## src/rtl/chip8_pkg.sv

```systemverilog
// -----------------------------------------------------------------------------
// chip8_pkg
// Shared constants and elaboration-time helpers for the CHIP-8 timing unit.
//   DELAY_TIMER / SOUND_TIMER : indices of the two architectural timers
//   TIMER_W_DEFAULT           : default countdown timer width
//   calc_div()                : integer clock divisor, 0 when arguments are invalid
//   cnt_width()               : counter width able to hold 0..div-1 (min 1 bit)
// -----------------------------------------------------------------------------
package chip8_pkg;

    localparam int DELAY_TIMER     = 0;
    localparam int SOUND_TIMER     = 1;
    localparam int TIMER_W_DEFAULT = 8;

    // A zero result flags a bad frequency pair; the top turns it into an
    // elaboration error rather than silently building a broken divider.
    function automatic int calc_div(input int num, input int den);
        if (num < 1 || den < 1) begin
            return 0;
        end
        return num / den;
    endfunction

    // A divide-by-one counter still needs one bit so the declaration is legal.
    function automatic int cnt_width(input int div);
        return (div > 1) ? $clog2(div) : 1;
    endfunction

endpackage : chip8_pkg

```

## src/rtl/strobe_divider.sv

```systemverilog
// -----------------------------------------------------------------------------
// strobe_divider
// Free-running prescaler producing a registered one-cycle strobe every DIV
// cycles. The count freezes (and the strobe stays low) while hold is high, so
// resuming keeps the original phase.
//   fpga_clk : system clock
//   rst_in   : synchronous active-high reset
//   hold     : freeze the count and suppress the strobe
//   strobe   : one-cycle pulse, first high DIV cycles after reset
// -----------------------------------------------------------------------------
module strobe_divider
    import chip8_pkg::*;
#(
    parameter int DIV = 4
) (
    input  logic fpga_clk,
    input  logic rst_in,
    input  logic hold,
    output logic strobe
);

    localparam int               CNT_W = cnt_width(DIV);
    localparam logic [CNT_W-1:0] LAST  = CNT_W'(DIV - 1);

    logic [CNT_W-1:0] cnt_q, cnt_d;
    logic             strobe_q, strobe_d;

    always_comb begin
        // NOTE: every signal written here gets a default first, so no path
        // leaves it unassigned and no latch is inferred.
        cnt_d    = cnt_q;
        strobe_d = 1'b0;
        if (!hold) begin
            // Registering the terminal-count compare puts the strobe in the
            // cycle after the counter sits at DIV-1.
            strobe_d = (cnt_q == LAST);
            cnt_d    = (cnt_q == LAST) ? '0 : cnt_q + CNT_W'(1);
        end
    end

    always_ff @(posedge fpga_clk) begin
        // NOTE: sequential state uses non-blocking assignments so every
        // register samples the pre-edge values, independent of block order.
        if (rst_in) begin
            cnt_q    <= '0;
            strobe_q <= 1'b0;
        end else begin
            cnt_q    <= cnt_d;
            strobe_q <= strobe_d;
        end
    end

    assign strobe = strobe_q;

endmodule : strobe_divider

```

## src/rtl/chip8_tick_timers.sv

```systemverilog
// -----------------------------------------------------------------------------
// chip8_tick_timers
// CHIP-8 timing unit on the single fpga_clk domain: CPU step enable, 60 Hz
// timer tick, NUM_TIMERS countdown timers and a square-wave buzzer gated by
// the sound timer, with pause and single-step support for debug.
//   fpga_clk     : system clock
//   rst_in       : synchronous active-high reset
//   pause        : freezes prescalers and timer decrement (not the tone)
//   step_req     : single-step request level; a rising edge while paused
//                  gives one cpu_step pulse
//   cpu_step     : one-cycle CPU advance strobe
//   timer_tick   : one-cycle TIMER_HZ strobe
//   wr_en        : load wr_data into timer[wr_sel]
//   wr_sel       : timer written (out-of-range ignored)
//   wr_data      : value loaded
//   rd_sel       : timer read (out-of-range reads 0)
//   rd_data      : registered read data, 1-cycle latency
//   timer_active : bit i set while timer i is non-zero
//   buzzer       : TONE_HZ square wave while the sound timer is non-zero
// -----------------------------------------------------------------------------
module chip8_tick_timers
    import chip8_pkg::*;
#(
    parameter int CLK_HZ     = 27000000,
    parameter int CPU_HZ     = 700,
    parameter int TIMER_HZ   = 60,
    parameter int TONE_HZ    = 440,
    parameter int NUM_TIMERS = 2,
    parameter int TIMER_W    = TIMER_W_DEFAULT,
    parameter int SOUND_IDX  = SOUND_TIMER
) (
    input  logic                          fpga_clk,
    input  logic                          rst_in,
    input  logic                          pause,
    input  logic                          step_req,
    output logic                          cpu_step,
    output logic                          timer_tick,
    input  logic                          wr_en,
    input  logic [$clog2(NUM_TIMERS)-1:0] wr_sel,
    input  logic [TIMER_W-1:0]            wr_data,
    input  logic [$clog2(NUM_TIMERS)-1:0] rd_sel,
    output logic [TIMER_W-1:0]            rd_data,
    output logic [NUM_TIMERS-1:0]         timer_active,
    output logic                          buzzer
);

    localparam int CPU_DIV   = calc_div(CLK_HZ, CPU_HZ);
    localparam int TIMER_DIV = calc_div(CLK_HZ, TIMER_HZ);
    localparam int TONE_HALF = calc_div(CLK_HZ, 2 * TONE_HZ);

    if (CPU_DIV < 1 || TIMER_DIV < 1 || TONE_HALF < 1 ||
        NUM_TIMERS < 2 || SOUND_IDX < 0 || SOUND_IDX >= NUM_TIMERS) begin : g_param_check
        $error("chip8_tick_timers: invalid divisor or timer parameters");
    end

    // ---------------------------------------------------------------- strobes
    logic cpu_div_strobe;

    strobe_divider #(.DIV(CPU_DIV)) u_cpu_div (
        .fpga_clk (fpga_clk),
        .rst_in   (rst_in),
        .hold     (pause),
        .strobe   (cpu_div_strobe)
    );

    strobe_divider #(.DIV(TIMER_DIV)) u_timer_div (
        .fpga_clk (fpga_clk),
        .rst_in   (rst_in),
        .hold     (pause),
        .strobe   (timer_tick)
    );

    // Single step: rising edge of step_req, honoured only while paused. The
    // prescaler strobe is already held low during pause, so OR-ing is safe.
    logic step_req_q;
    logic step_pulse_q, step_pulse_d;

    assign step_pulse_d = pause && step_req && !step_req_q;
    assign cpu_step     = cpu_div_strobe | step_pulse_q;

    // ----------------------------------------------------------------- timers
    logic [TIMER_W-1:0] timer_q [NUM_TIMERS];
    logic [TIMER_W-1:0] timer_d [NUM_TIMERS];
    logic [TIMER_W-1:0] rd_data_q, rd_data_d;
    logic               dec_en;

    // A tick that lands in the cycle pause rises is dropped so timers never
    // move while the machine is frozen.
    assign dec_en = timer_tick && !pause;

    always_comb begin
        for (int i = 0; i < NUM_TIMERS; i++) begin
            timer_d[i] = timer_q[i];
            // A write wins over a same-cycle tick and is not decremented.
            if (wr_en && (32'(wr_sel) == i)) begin
                timer_d[i] = wr_data;
            end else if (dec_en && (timer_q[i] != '0)) begin
                timer_d[i] = timer_q[i] - TIMER_W'(1);
            end
        end
    end

    // Reads the pre-edge timer value, so a same-cycle write is not visible.
    assign rd_data_d = (32'(rd_sel) < NUM_TIMERS) ? timer_q[rd_sel] : '0;

    always_comb begin
        timer_active = '0;
        for (int i = 0; i < NUM_TIMERS; i++) begin
            timer_active[i] = (timer_q[i] != '0);
        end
    end

    // ----------------------------------------------------------------- buzzer
    localparam int                TONE_W    = cnt_width(TONE_HALF);
    localparam logic [TONE_W-1:0] TONE_LAST = TONE_W'(TONE_HALF - 1);

    logic [TONE_W-1:0] tone_cnt_q, tone_cnt_d;
    logic              buzz_q, buzz_d;
    logic              sound_on;

    assign sound_on = (timer_q[SOUND_IDX] != '0);

    // Tone runs off the raw clock, not the prescalers, so pause leaves it alone.
    always_comb begin
        tone_cnt_d = '0;
        buzz_d     = 1'b0;
        if (sound_on) begin
            if (tone_cnt_q == TONE_LAST) begin
                tone_cnt_d = '0;
                buzz_d     = !buzz_q;
            end else begin
                tone_cnt_d = tone_cnt_q + TONE_W'(1);
                buzz_d     = buzz_q;
            end
        end
    end

    assign buzzer  = buzz_q;
    assign rd_data = rd_data_q;

    // ------------------------------------------------------------- registers
    always_ff @(posedge fpga_clk) begin
        if (rst_in) begin
            step_req_q   <= 1'b0;
            step_pulse_q <= 1'b0;
            rd_data_q    <= '0;
            tone_cnt_q   <= '0;
            buzz_q       <= 1'b0;
            // NOTE: the timer array is architectural state read by the CPU, so
            // it is reset element by element; a plain scratch memory would not be.
            for (int i = 0; i < NUM_TIMERS; i++) begin
                timer_q[i] <= '0;
            end
        end else begin
            step_req_q   <= step_req;
            step_pulse_q <= step_pulse_d;
            rd_data_q    <= rd_data_d;
            tone_cnt_q   <= tone_cnt_d;
            buzz_q       <= buzz_d;
            for (int i = 0; i < NUM_TIMERS; i++) begin
                timer_q[i] <= timer_d[i];
            end
        end
    end

endmodule : chip8_tick_timers
```

## config.mk

```make
export PLATFORM = sky130hd
export DESIGN_NAME = chip8_tick_timers
export DESIGN_NICKNAME = d
export VERILOG_FILES = /design/src/rtl/chip8_pkg.sv /design/src/rtl/strobe_divider.sv /design/src/rtl/chip8_tick_timers.sv
export SDC_FILE = /design/constraint.sdc
export NUM_CORES = 1
export LEC_CHECK = 0
export CAP_MARGIN = 40
export CORE_UTILIZATION = 30
export DETAILED_ROUTE_END_ITERATION = 16
export SLEW_MARGIN = 20
export SYNTH_ARGS = -nofsm -noshare
export SYNTH_HDL_FRONTEND = slang
export SYNTH_SLANG_ARGS = --single-unit
export TNS_END_PERCENT = 100
```

## constraint.sdc

```tcl
create_clock -name fpga_clk -period 2.1 [get_ports fpga_clk]
set_input_delay 0.21 -clock fpga_clk [delete_from_list [all_inputs] [get_ports fpga_clk]]
set_output_delay 0.21 -clock fpga_clk [all_outputs]
set_load 0.02 [all_outputs]
```

**Run 1: clock nets**

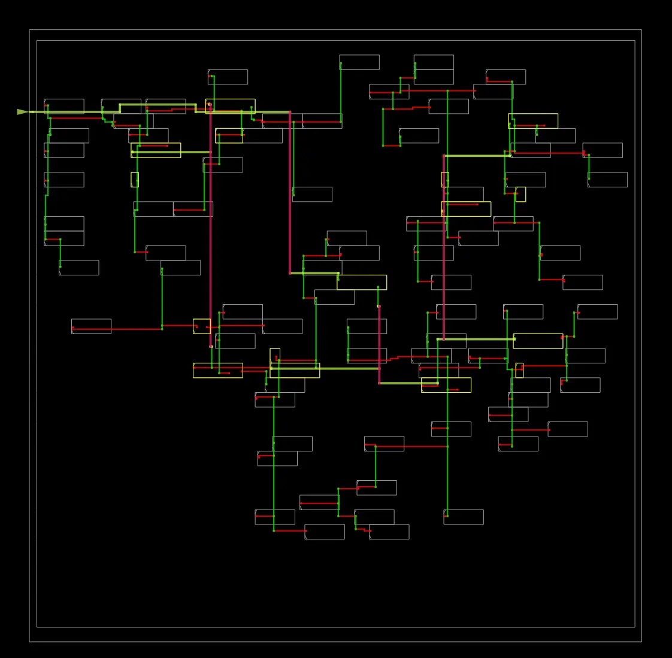
Clk. pwr: 1.42 mW
flop count: 79

**Run 1: clock network drawn from the DEF**

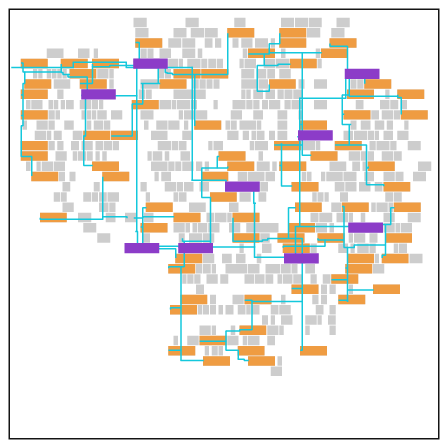
Key: orange = flip-flops [count 79]; cyan = clock wires [length 1060 um]; purple = cells driving clock nets [count 9]
There are 10 routed clock nets.

**Run 1: cells by drive strength**

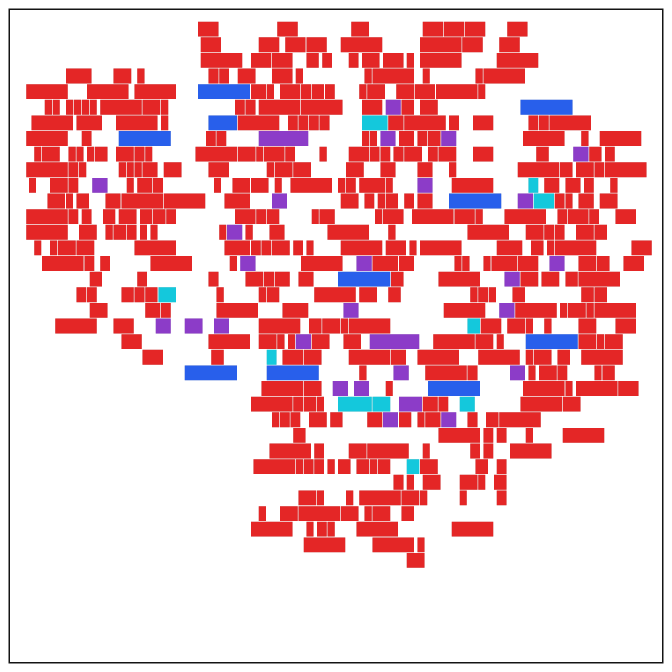
Key: cyan = drive 2 [cells 10]; purple = drive 3 to 4 [cells 28, most used buf_4]; blue = drive 6 and up [cells 10, most used clkbuf_16]; red = drive 1 or less [cells 430, most used dfxtp_1]

==> GITHUB_STEP_SUMMARY, run 1 <==
## Implementation flow summary

| Metric | Value |
|---|---|
| Yosys Warn Count | `0` |
| Synth Instances | `426` |
| EDFF count, synth | `0` |
| Diode count | `0` |
| Final Routed Wirelength | `8475 um` |
| Layout clock area frac | `5.834%` |
| Area share, top type | `42.42%` |
| P per Cell Area | `722.0 nW/um2` |
| CTS clk-pin slew, worst paths | `0.06 ns` |
| Synth logic family | `simple AND/OR/NAND/NOR gates` |
| Yosys Chip Area | `3729 um2` |
| Nets | `497` |
| Hold Worst Slack | `0.4633 ns` |
| Vias in the first global route | `3135` |
| Worst setup slack after placement | `0.02765 ns` |
| CTS Buffer Depth | `2` |
| Internal power | `2.525 mW` |
| Wl on met1 | `4039 um` |
| Synthesized registers | `79` |
| Switch Pwr | `0.8032 mW` |
| GPL Wtd Cong | `0.8511` |
| First-pass GRT wire length | `14240 um` |
| Slew HR | `64.25%` |
| R2r endpoint | `u_timer_div.cnt_q[18]` |
| Post-Place Cell Area | `4324 um2` |
| R2R Path Start | `u_timer_div.cnt_q[1]` |
| Initial antenna violation count | `0` |
| Clk ins delay skew pair | `0.33 ns` |
| Layout non-clock buf frac | `9.715%` |
| Max-Cap Viols | `0` |
| Die Ht | `113.5 um` |
| Worst Skew | `0.006043 ns` |
| DR WL met3 | `290 um` |
| Comb area share | `44.37%` |
| Final Hold Viols | `0` |
| Crit path from | `timer_q[1][1]` |
| DRC | `0` |
| Comb gates | `317` |
| Fa+ha+maj area frac | `3.020%` |
| Worst-path fanout max | `4` |
| Buffers added on ports | `27` |
| CTS root buffer | `clkbuf_16` |
| Grt total ovfl | `0` |
| Final core occ | `38.23%` |
| Hold WC Path Type | `in2reg` |
| MUX share of area | `3.490%` |
| Synth area leader | `dfxtp_1` |
| Core area | `12060 um2` |
| Mapped cell area | `3729 um2` |
| Status | `finished clean` |
| Fin crit share | `93.57%` |
| Syn Area/Cell | `8.753 um2` |
| Worst Setup EP | `timer_active[1]` |
| Wire per inst | `13.12 um` |
| Register Area | `1582 um2` |
| Final min period | `1.965 ns` |
[run 1: registers in the layout, indices dropped and copies added, names as in the netlist]
signal / flops
u_timer_div.cnt_q: 19
u_cpu_div.strobe: 1
rd_data: 8
u_cpu_div.cnt_q: 16
buzzer: 1
timer_q: 16
u_timer_div.strobe: 1
step_req_q: 1
tone_cnt_q: 15
step_pulse_q: 1
[run 1: worst max-delay path, stage by stage, from the launching register on]
cell	delay (ns)
dfxtp_1	0.34
inv_1	0.10
ha_1	0.19
nor4b_4	0.24
nand2_1	0.18
dlygate4sd2_1	0.37
[run 1: cell usage after synthesis (all sizes together) (2+ instances only)]
| cell type | count |
|---|---|
| ha | 9 |
| nor4b | 6 |
| dfxtp | 79 |
| a211oi | 6 |
| nor3 | 12 |
| nand3b | 4 |
| nand3 | 18 |
| a21boi | 2 |
| mux2i | 13 |
| xnor2 | 27 |
| and3b | 2 |
| o41ai | 2 |
| and3 | 4 |
| a21oi | 26 |
| or2 | 2 |
| and2 | 2 |
| nor3b | 2 |
| nand2 | 20 |
| nand4b | 4 |
| nand2b | 2 |
| clkbuf | 11 |
| nor2 | 61 |
| nor2b | 5 |
| o31ai | 2 |
| and4 | 4 |
| or3 | 14 |
| xor2 | 15 |
| buf | 4 |
| or4 | 7 |
| nand4 | 9 |
| inv | 15 |
| o21ai | 20 |
| nor4 | 8 |
[run 1: cell usage in the layout (no fill, tap or decap), types with 2 or more instances in the layout]
master / netlist / final
nand4_1: 9 / 9
nor2b_1: 5 / 5
nand3_1: 18 / 18
inv_1: 15 / 15
clkbuf_16: 0 / 9
nor4b_1: 6 / 5
or3_1: 12 / 12
nand4b_1: 3 / 3
nand2_1: 20 / 20
o31ai_1: 2 / 2
a21oi_1: 26 / 26
nor2_1: 61 / 61
nor3_1: 12 / 12
dfxtp_1: 79 / 79
clkinv_2: 0 / 2
o21ai_0: 19 / 19
xor2_1: 15 / 15
clkbuf_1: 11 / 3
and2_1: 2 / 2
ha_1: 9 / 9
or4_1: 6 / 6
buf_4: 2 / 24
nor4_1: 8 / 8
and3_1: 4 / 4
nand3b_1: 4 / 4
a211oi_1: 6 / 6
or2_2: 2 / 2
nand2b_1: 2 / 2
xnor2_1: 27 / 27
and4_1: 4 / 4
dlygate4sd2_1: 0 / 2
mux2i_1: 13 / 13
and3b_1: 2 / 2
clkdlybuf4s50_1: 0 / 25
a21boi_0: 2 / 2
[run 1: worst min-delay path by stage]
stage / slack, ns / to / cells after the start / start
after global placement: 0.45 / tone_cnt_q[0] / 1 / tone_cnt_q[0]
after detailed placement: 0.46 / tone_cnt_q[0] / 1 / tone_cnt_q[0]
after CTS: 0.45 / step_req_q / 2 / step_req
final: 0.46 / step_req_q / 2 / step_req
after floorplan: 0.29 / step_req_q / 1 / rst_in
after global routing: 0.49 / step_req_q / 2 / step_req
[run 1: power by group through the flow]
stage / logic [mW] / clock network, mW / registers [mW]
after global routing: 0.352 / 1.53 / 1.59
after CTS: 0.316 / 1.47 / 1.59
after floorplan: 0.176 / 0 / 1.62
final: 0.318 / 1.42 / 1.59
after global placement: 0.313 / 0 / 1.62
after detailed placement: 0.316 / 0 / 1.62
==> inputs of run 2 (changes only) <==
ABC_AREA = 0   (was default)
**Run 2: met1 routing**

Supply wires on this layer in grey. Cells faint in the background.
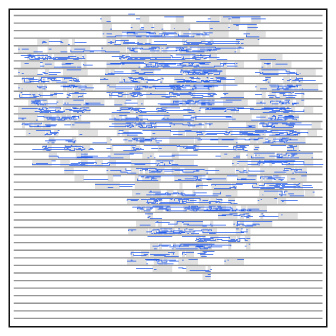
The layer holds 48% of the routed length. 466 nets have wire on it.

==> run 2 against run 1 <==
Register-to-register slack is essentially flat; via count did not move; final cell count stayed put; critical path depth did not move; first-iteration DRC count unchanged; synthesized cell count is the same; area after synthesis unchanged; clock-buffer cell count unchanged; core utilization unchanged; critical endpoint unchanged; highest routed layer unchanged.
==> GITHUB_STEP_SUMMARY, run 2 <==
## Implementation flow summary

| Metric | Value |
|---|---|
| Status | `finished clean` |
| GPL Wtd Cong | `0.8511` |
| CTS clk-pin slew, worst paths | `0.06 ns` |
| Synth area leader | `dfxtp_1` |
| Top_reg_cell synth | `dfxtp_1` |
| Fill cells | `1227` |
| Most flops, register | `u_timer_div.cnt_q` |
| Post-DP HPWL | `6173 um` |
| CTS root buffer | `clkbuf_16` |
| Tot Pwr | `3.329 mW` |
| Wire per inst | `13.12 um` |
| Worst Skew | `0.006043 ns` |
| Commonest cells in the netlist | `dfxtp_1, nor2_1, xnor2_1` |
| Total number of vias | `3177` |
| Post-Syn Nets | `450` |
| Synthesized registers | `79` |
| Iteration-0 DRC Markers | `257` |
| Diode count | `0` |
| Final Routed Wirelength | `8475 um` |
| Grt total ovfl | `0` |
| P_leak | `1.627 nW` |
| Clk ins delay skew pair | `0.33 ns` |
| Nets | `497` |
| Fin crit share | `93.57%` |
| Synth Instances | `426` |
| Most numerous logic cell after layout | `dfxtp_1` |
| Max reg flops | `19` |
| Vias in the first global route | `3135` |
| Critical Path RT | `1.89 ns` |
| CP max stage delay | `0.37 ns` |
| IO Pins | `28` |
| Final setup fails | `0` |
| Final min period | `1.965 ns` |
| WHS Path Cells | `2` |
| R2R Path Start | `u_timer_div.cnt_q[1]` |
| Critical-path cell list | `inv_1 > ha_1 > nor4b_4 > nand2_1 > dlygate4sd2_1` |
| Area share, top type | `42.42%` |
| Most instantiated logic cells after routing | `dfxtp_1, nor2_1, xnor2_1` |
| Hold WC Path Type | `in2reg` |
| Core area | `12060 um2` |
| Syn Area/Cell | `8.753 um2` |
| DRC | `0` |
| EDFF count, synth | `0` |
| Antenna Violating Nets Remaining | `0` |
| Mapped cell area | `3729 um2` |
| Buffers added on ports | `27` |
| Slew HR | `64.25%` |
| Worst Hold End | `step_req_q` |
| Max-Cap Viols | `0` |
| Worst-path fanout max | `4` |
| CTS Buffer Depth | `2` |
| Crit path kind | `reg2out` |
| Cell family with most CP delay | `buffers and inverters` |
| Synth cell types | `50` |
| Initial Util | `30.91%` |
| First-pass GRT wire length | `14240 um` |
| Biggest regs | `u_timer_div.cnt_q x19, timer_q x16, u_cpu_div.cnt_q x16` |
| Bufs and invs on worst path | `2` |
| P per Cell Area | `722.0 nW/um2` |
| Slowest CP cell | `dlygate4sd2_1` |
| Die Ht | `113.5 um` |
| Final core occ | `38.23%` |
| Worst hold start | `step_req` |
| Yosys Warn Count | `0` |
| Final Hold Viols | `0` |
| Initial antenna violation count | `0` |
| Yosys Chip Area | `3729 um2` |
| Count leader, synth | `dfxtp_1` |
| R2r endpoint | `u_timer_div.cnt_q[18]` |
| Ys cells | `426` |
**Run 2: placed cells, one colour a class**

The bar under the picture is 20 um long.
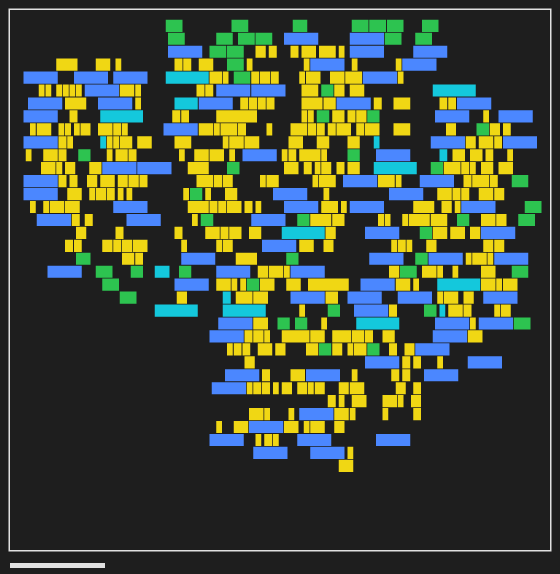
Key: blue = flip-flops [cells 79, share of their area 36%]; cyan = clock drivers and dummy loads [cells 16, share of their area 6.1%]; green = other buffers and delay cells [cells 51, share of their area 10%]; yellow = all other logic [cells 332, share of their area 48%]

==> run 2: cell counts in the layout (fill, tap and decap cells not counted) <==
Identical to the previous run, type by type.
==> run 2: logic make-up (layout without fill, tap and decap cells) <==
| logic type | after synthesis | after routing | share of synthesized area [%] |
|---|---|---|---|
| flip-flops | 79 | 79 | 42.42 |
| adder cells (fa/ha/maj) | 9 | 9 | 3.020 |
| AND/OR/NAND/NOR | 188 | 188 | 27.42 |
| buffers and inverters | 30 | 82 | 3.255 |
| multiplexers | 13 | 13 | 3.490 |
| AND-OR/OR-AND | 65 | 65 | 10.54 |
| XOR/XNOR | 42 | 42 | 9.866 |
==> run 2: worst max-delay path by stage <==
stage / from / cells after the start / slack (ns) / end
after detailed placement: pause / 6 / 0.03 / u_timer_div.cnt_q[18]
after CTS: timer_q[1][1] / 5 / 0.11 / timer_active[1]
after floorplan: u_timer_div.cnt_q[0] / 5 / 0.26 / u_timer_div.cnt_q[18]
after global placement: pause / 6 / 0.01 / u_timer_div.cnt_q[18]
final: timer_q[1][1] / 5 / 0.13 / timer_active[1]
after global routing: timer_q[1][1] / 5 / 0.02 / timer_active[1]
==> run 2: through the flow <==
stage          worst slack (ns)  instance area (um2)  instances  hold WS, ns
6_report                 0.1349                 4611        646       0.4633
5_1_grt                 0.01934                 4611        646       0.4854
4_1_cts                  0.1130                 4602        646       0.4547
3_5_place_dp            0.02765                 4324        630       0.4629
3_3_place_gp            0.01251                 4324        630       0.4478
2_1_floorplan            0.2616                 3729        426       0.2894
==> run 2: routing by layer <==
metal  vias to the layer above  track usage (%)  wire (um)
li1                       1605                -          -
met1                      1516            16.72       4039
met2                        43            23.17       4007
met3                        13            4.038        290
met4                         0            5.789        138
met5                         -                0          0
==> run 2: cell type report <==
type | instances | area (um2) | area share (%)
clock buffer | 13 | 250.2 | 5.427
clock inverter | 3 | 18.77 | 0.4071
inverter | 15 | 56.30 | 1.221
multi-input combinational | 317 | 2046 | 44.37
sequential | 79 | 1582 | 34.30
tap | 168 | 210.2 | 4.559
timing repair buffer | 51 | 447.9 | 9.715
==> run 2: worst reg2reg max path: cells and delay by family (launching register included) <==
kind	cells	cell delay (ns)
AOI/OAI and AO/OA	1	0.15
adders and majority gates	1	0.25
DFF	1	0.39
and+or+nand+nor	3	1.00
==> run 2: timing repair <==
action / 4_1_cts / 5_1_grt
gates resized: 4 / 1
pin swaps: 0 / 0
endpoints found under the setup margin: 2 / 1
==> run 2: where the power goes <==
| group | internal, mW | switching, mW |
|---|---|---|
| Combinational | 0.152 | 0.166 |
| Sequential | 1.54 | 0.0467 |
| Clock | 0.832 | 0.591 |
**Run 2: clock network drawn from the DEF**

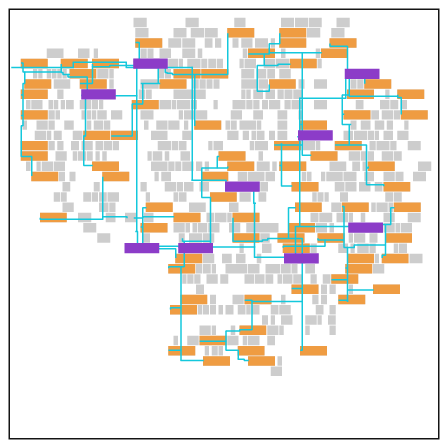

==> inputs of run 3 (changes only) <==
ABC_CLOCK_PERIOD_IN_PS = 2100   (was default)
CORE_ASPECT_RATIO = 0.7   (was default)
**Run 3: clock network drawn from the DEF**

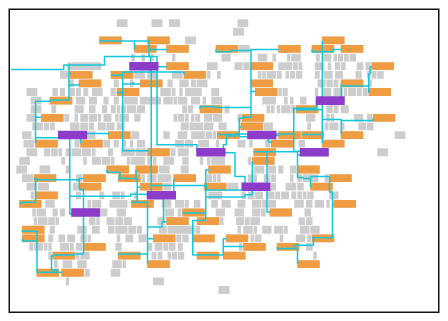
Key: cyan = clock wires [length 1050 um]; purple = cells driving clock nets [count 9]; orange = flip-flops [count 79]
Position of the flops: all over the die.

==> run 3 against run 2 <==
Power up 2.5%; critical path depth unchanged; area after synthesis unchanged; die area about the same; routed wire length up 0.38%; clock-buffer cell count unchanged.
==> GITHUB_STEP_SUMMARY, run 3 <==
## Implementation flow summary

| Metric | Value |
|---|---|
| Crit path kind | `reg2out` |
| EDFF count, synth | `0` |
| Grt total ovfl | `0` |
| Max-slew violations | `0` |
| Biggest regs | `u_timer_div.cnt_q x19, timer_q x16, u_cpu_div.cnt_q x16` |
| Non-Filler Instances | `633` |
| Buffers added on ports | `27` |
| First-pass GRT wire length | `14100 um` |
| Critical Path RT | `1.89 ns` |
| Area share, top type | `42.42%` |
| GPL Wtd Cong | `0.8096` |
| Max-Cap Viols | `0` |
| Worst-path fanout max | `4` |
| P per Cell Area | `741.5 nW/um2` |
| Post-Syn Nets | `450` |
| Placed Cells | `619` |
| CTS Buffer Depth | `2` |
| CP arrival | `1.71 ns` |
| P_leak | `1.621 nW` |
| CTS tree | `built` |
| Setup Fix Bufs, Post-CTS | `0` |
| Count leader, synth | `dfxtp_1` |
| Die Ht | `95.28 um` |
| Final worst setup slack | `0.1808 ns` |
| Initial Util | `31.36%` |
| Total number of vias | `3159` |
| Drt pass-1 iters | `4` |
| Antenna Violating Nets Remaining | `0` |
| Synth cell types | `50` |
| Register Area | `1582 um2` |
| Most numerous logic cell after layout | `dfxtp_1` |
| Hold WC Path Type | `reg2reg` |
| Final Hold Viols | `0` |
| Fill cells | `1190` |
| Synthesized registers | `79` |
| Post-cts gate resize count | `4` |
| Slew @ Worst Pin | `0.5759 ns` |
| Biggest area cells | `dfxtp_1, xnor2_1, nor2_1` |
| Status | `finished clean` |
| Iteration-0 DRC Markers | `163` |
| Fmax | `521.1 MHz` |
| Wire per inst | `13.44 um` |
| GRT Overall Usage | `14.12%` |
| RSZ-0062 raised after global routing | `false` |
| CTS clk-pin slew, worst paths | `0.06 ns` |
| Top_reg_cell synth | `dfxtp_1` |
| Diode count | `0` |
| Final min period | `1.919 ns` |
| Most instantiated logic cells after routing | `dfxtp_1, nor2_1, xnor2_1` |
| Worst setup slack after placement | `0.1472 ns` |
| Yosys Warn Count | `0` |
| Ys cells | `426` |
| Post-DP HPWL | `6268 um` |
| IO Pins | `28` |
| Final core occ | `38.68%` |
| Tot Pwr | `3.411 mW` |
| Logic area | `2037 um2` |
| Most flops, register | `u_timer_div.cnt_q` |
| DRC | `0` |
| Core area | `11890 um2` |
| Vias in the first global route | `2943` |
| CTS root buffer | `clkbuf_16` |
| Syn Area/Cell | `8.753 um2` |
| Synth area leader | `dfxtp_1` |
| Commonest cells in the netlist | `dfxtp_1, nor2_1, xnor2_1` |
| Nets | `497` |
| Final Routed Wirelength | `8507 um` |
| Synth Instances | `426` |
| Final setup TNS | `0 ns` |
| Max reg flops | `19` |
| Die Area | `12890 um2` |
| Slew HR | `61.60%` |
| Final setup fails | `0` |
| Initial antenna violation count | `0` |
| Mapped cell area | `3729 um2` |
| Fin crit share | `91.39%` |
| Yosys Chip Area | `3729 um2` |
**Run 3: clock nets**

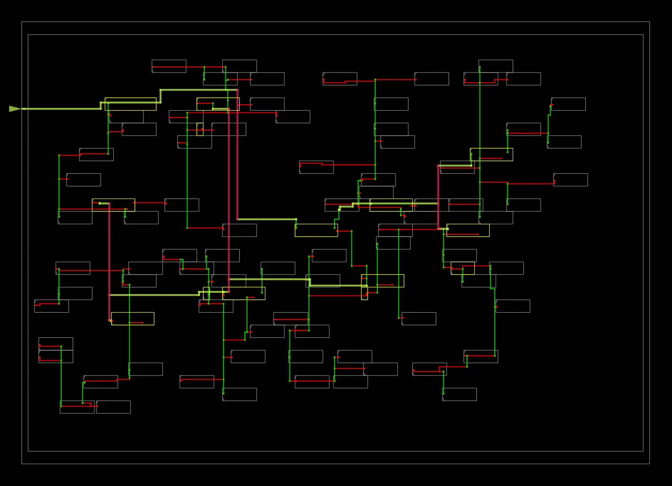
total CTS buffers: 9
clock buffers: 13
Worst Skew: 0.005671 ns
clk ins delay skew pair: 0.33 ns
# clock sinks: 79

-- run 3: report_power, final --
part	internal, mW	switching (mW)	total, mW	leakage (nW)
clock network	0.941	0.568	1.51	0.136
logic	0.144	0.172	0.316	0.844
registers	1.54	0.0440	1.59	0.642
-- run 3: worst max-delay path, cell delays in order (launching register included) --
cell and delay, ns:
dfxtp_1 0.34, inv_1 0.11, ha_1 0.17, nor4b_2 0.25
nand2_1 0.15, dlygate4sd2_1 0.35
-- run 3: final timing paths --
path | from | to | cells past startpoint | slack (ns)
min | tone_cnt_q[0] | tone_cnt_q[0] | 1 | 0.47
min reg2reg | tone_cnt_q[0] | tone_cnt_q[0] | 1 | 0.47
max reg2reg | u_timer_div.cnt_q[1] | u_timer_div.cnt_q[18] | 5 | 0.21
max | timer_q[1][1] | timer_active[1] | 5 | 0.18
-- run 3: routing by layer --
metal,GRT usage [%],wire [um]
met5,0,0
met3,4.359,430
met4,4.869,106
met2,20.98,3541
met1,19.23,4430
-- run 3: area by class of cell --
class	count	area share, %
multi-input combinational	317	44.29
sequential	79	34.39
timing repair buffer	51	9.739
clock buffer	13	5.441
tap	157	4.271
inverter	15	1.224
clock inverter	1	0.6529
-- run 3: stage by stage --
step,hold slack (ns),area [um2]
2_1_floorplan,0.2894,3729
3_3_place_gp,0.4417,4310
3_5_place_dp,0.4617,4310
4_1_cts,0.4745,4599
5_1_grt,0.4723,4599
6_report,0.4717,4599
-- run 3: logic make-up (layout without fill, tap and decap cells) --
kind of cell | count (synthesis) | after routing | share of synthesized area (%)
and+or+nand+nor | 188 | 188 | 27.42
DFF | 79 | 79 | 42.42
AOI/OAI and AO/OA | 65 | 65 | 10.54
xor gates and xnor gates | 42 | 42 | 9.866
buffers and inverters | 30 | 80 | 3.255
muxes | 13 | 13 | 3.490
adders and majority gates | 9 | 9 | 3.020
Power figures rest on the tool's default switching activity, not on a simulated workload.
